**src/rtl/oa21_vec_pipe.sv**
```systemverilog
// oa21_vec_pipe: WIDTH-lane registered OA21, Q = (IN1 | IN2) & IN3,
// with a STAGES-deep valid pipeline and a saturating Q toggle counter.
module oa21_vec_pipe #(
  parameter int WIDTH  = 8,
  parameter int STAGES = 2,
  parameter int CNT_W  = 16
) (
  input  logic             CLK,
  input  logic             RSTB,
  input  logic             EN,
  input  logic [WIDTH-1:0] IN1,
  input  logic [WIDTH-1:0] IN2,
  input  logic [WIDTH-1:0] IN3,
  input  logic             CLR,
  output logic [WIDTH-1:0] Q,
  output logic             QV,
  output logic [CNT_W-1:0] TGL_CNT,
  output logic             TGL_SAT
);

  localparam logic [CNT_W:0] CNT_MAX = {1'b0, {CNT_W{1'b1}}};

  logic [WIDTH-1:0] lane;
  logic [WIDTH-1:0] last_d;
  logic             last_v;
  logic [WIDTH-1:0] flips;
  logic [CNT_W:0]   flip_cnt;
  logic [CNT_W:0]   cnt_sum;
  logic             hit_max;

  assign lane = (IN1 | IN2) & IN3;

  // Q is itself the final register, so only STAGES-1 stages sit in front of it.
  generate
    if (STAGES == 1) begin : g_direct
      assign last_d = lane;
      assign last_v = EN;
    end else begin : g_pipe
      logic [STAGES-2:0][WIDTH-1:0] pd;
      logic [STAGES-2:0]            pv;

      // Stage 0 captures on EN; later stages shift every cycle.
      always_ff @(posedge CLK or negedge RSTB) begin
        if (!RSTB) begin
          pd <= '0;
          pv <= '0;
        end else begin
          pv[0] <= EN;
          if (EN) begin
            pd[0] <= lane;
          end
          for (int i = 1; i < STAGES - 1; i++) begin
            pd[i] <= pd[i-1];
            pv[i] <= pv[i-1];
          end
        end
      end

      assign last_d = pd[STAGES-2];
      assign last_v = pv[STAGES-2];
    end
  endgenerate

  // Count bits that flip between the held Q and the arriving result.
  always_comb begin
    flips    = Q ^ last_d;
    flip_cnt = '0;
    for (int i = 0; i < WIDTH; i++) begin
      flip_cnt = flip_cnt + {{CNT_W{1'b0}}, flips[i]};
    end
    cnt_sum = {1'b0, TGL_CNT} + flip_cnt;
  end

  assign hit_max = (cnt_sum >= CNT_MAX);

  // Output register: load on last-stage valid, otherwise hold.
  always_ff @(posedge CLK or negedge RSTB) begin
    if (!RSTB) begin
      Q  <= '0;
      QV <= 1'b0;
    end else begin
      QV <= last_v;
      if (last_v) begin
        Q <= last_d;
      end
    end
  end

  // Saturating toggle counter; a same-cycle clear discards the update.
  always_ff @(posedge CLK or negedge RSTB) begin
    if (!RSTB) begin
      TGL_CNT <= '0;
      TGL_SAT <= 1'b0;
    end else if (CLR) begin
      TGL_CNT <= '0;
      TGL_SAT <= 1'b0;
    end else if (last_v) begin
      TGL_CNT <= hit_max ? CNT_MAX[CNT_W-1:0] : cnt_sum[CNT_W-1:0];
      if (hit_max) begin
        TGL_SAT <= 1'b1;
      end
    end
  end

endmodule

```
**config.mk**
```make
export PLATFORM = sky130hd
export DESIGN_NAME = oa21_vec_pipe
export DESIGN_NICKNAME = d
export VERILOG_FILES = /design/src/rtl/oa21_vec_pipe.sv
export SDC_FILE = /design/constraint.sdc
export NUM_CORES = 1
export LEC_CHECK = 0
export CAP_MARGIN = 30
export CORE_MARGIN = 3
export CORE_UTILIZATION = 48
export CTS_CLUSTER_DIAMETER = 100
export DETAILED_ROUTE_END_ITERATION = 12
export HOLD_SLACK_MARGIN = 0.02
export PLACE_DENSITY = 0.84
export SYNTH_ARGS = -nofsm -noshare
export SYNTH_HDL_FRONTEND = slang
export SYNTH_SLANG_ARGS = --single-unit
```
**constraint.sdc**
```tcl
create_clock -name CLK -period 5.1 [get_ports CLK]
set_input_delay 0.51 -clock CLK [delete_from_list [all_inputs] [get_ports CLK]]
set_output_delay 0.51 -clock CLK [all_outputs]
set_load 0.01 [all_outputs]
```
**Zoomed window**

Bar = 5 um. Region (25, 40) to (45, 60) um. Cells in grey, sequential cells in the stronger grey; small squares are vias.
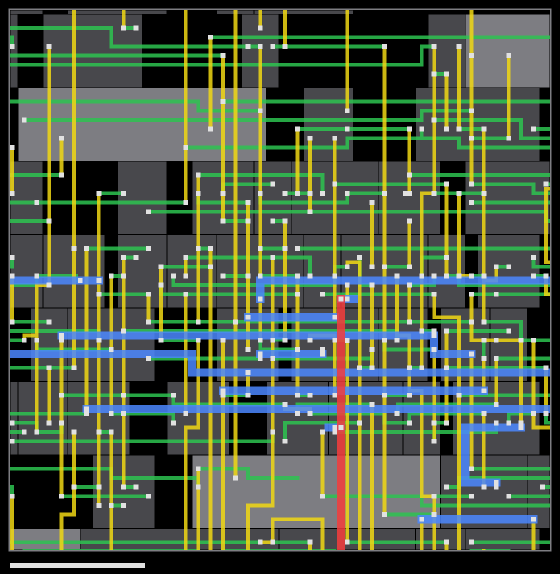
| colour | layer |
|---|---|
| yellow | metal 2 |
| blue | metal 3 |
| red | metal 4 |
| green | metal 1 |
most frequent: nor2_1 (4), nand2_1 (4), nor3_1 (3)
cells with their middle in the window: 39
netlist names of flops here include: TGL_CNT (2)
sequential cells in the window: 2

==> changes_impl.md <==
### Implementation results

- Yosys chip area: 2021 sq um
- Slew @ Worst Pin: 785.6 ps
- FP Rows: 22
- Largest register FFs: 16
- Resize count post-CTS: 0
- CTS root buffer: clkbuf_8
- Buffers and inverters on the worst path: 2
- Met2 global-route usage: 29.04%
- Pre-CTS setup slack: 542.8 ps
- Critical path class: reg2reg
- Simple-Gate Area Share: 13.99%
- Post-CTS Setup Bufs: 0
- Final TNS setup: 0 ps
- Worst Hold Path EP: TGL_CNT[14]
- Comb/total area: 39.36%
- Tapcells: 48
- RR Startpoint: g_pipe.pd[2]
- Hold Path Stages: 1
- Adder share: 8.669%
- Outcome: completed
- Ys Warns: 0
- Global placement routability congestion: 0.8326
- Largest net degree at the start of global routing: 36
- Dpl cell area: 2579 sq um
- Die X-Extent: 70.88 um
- M1 GR Usage: 27.63%
- Final Max Tran Viols: 0
- Power Total: 1088 uW
- OpenROAD warning count: 26
- Inverters: 13
- Crit path max fanout: 7
- Fin. Hold Viols: 0
- FF/Latch Area: 875.8 sq um
- Pwr top: combinational cells
**Wiring by layer**

Bar = 20 um.
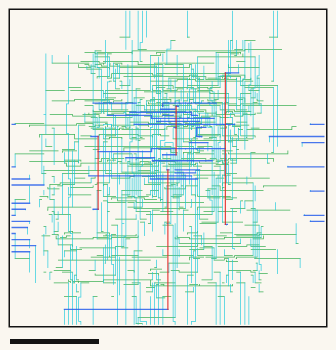
| colour | layer | wire length |
|---|---|---|
| red | metal 4 | 92.5 um |
| blue | metal 3 | 315 um |
| green | metal 1 | 1,980 um |
| cyan | metal 2 | 2,210 um |
gr usage total: 19.81%
Detailed Route WL: 4600 um
post-DR wirelength/cell: 15.59 um
DR vias: 1,688

Power and IR drop assume default switching activity.
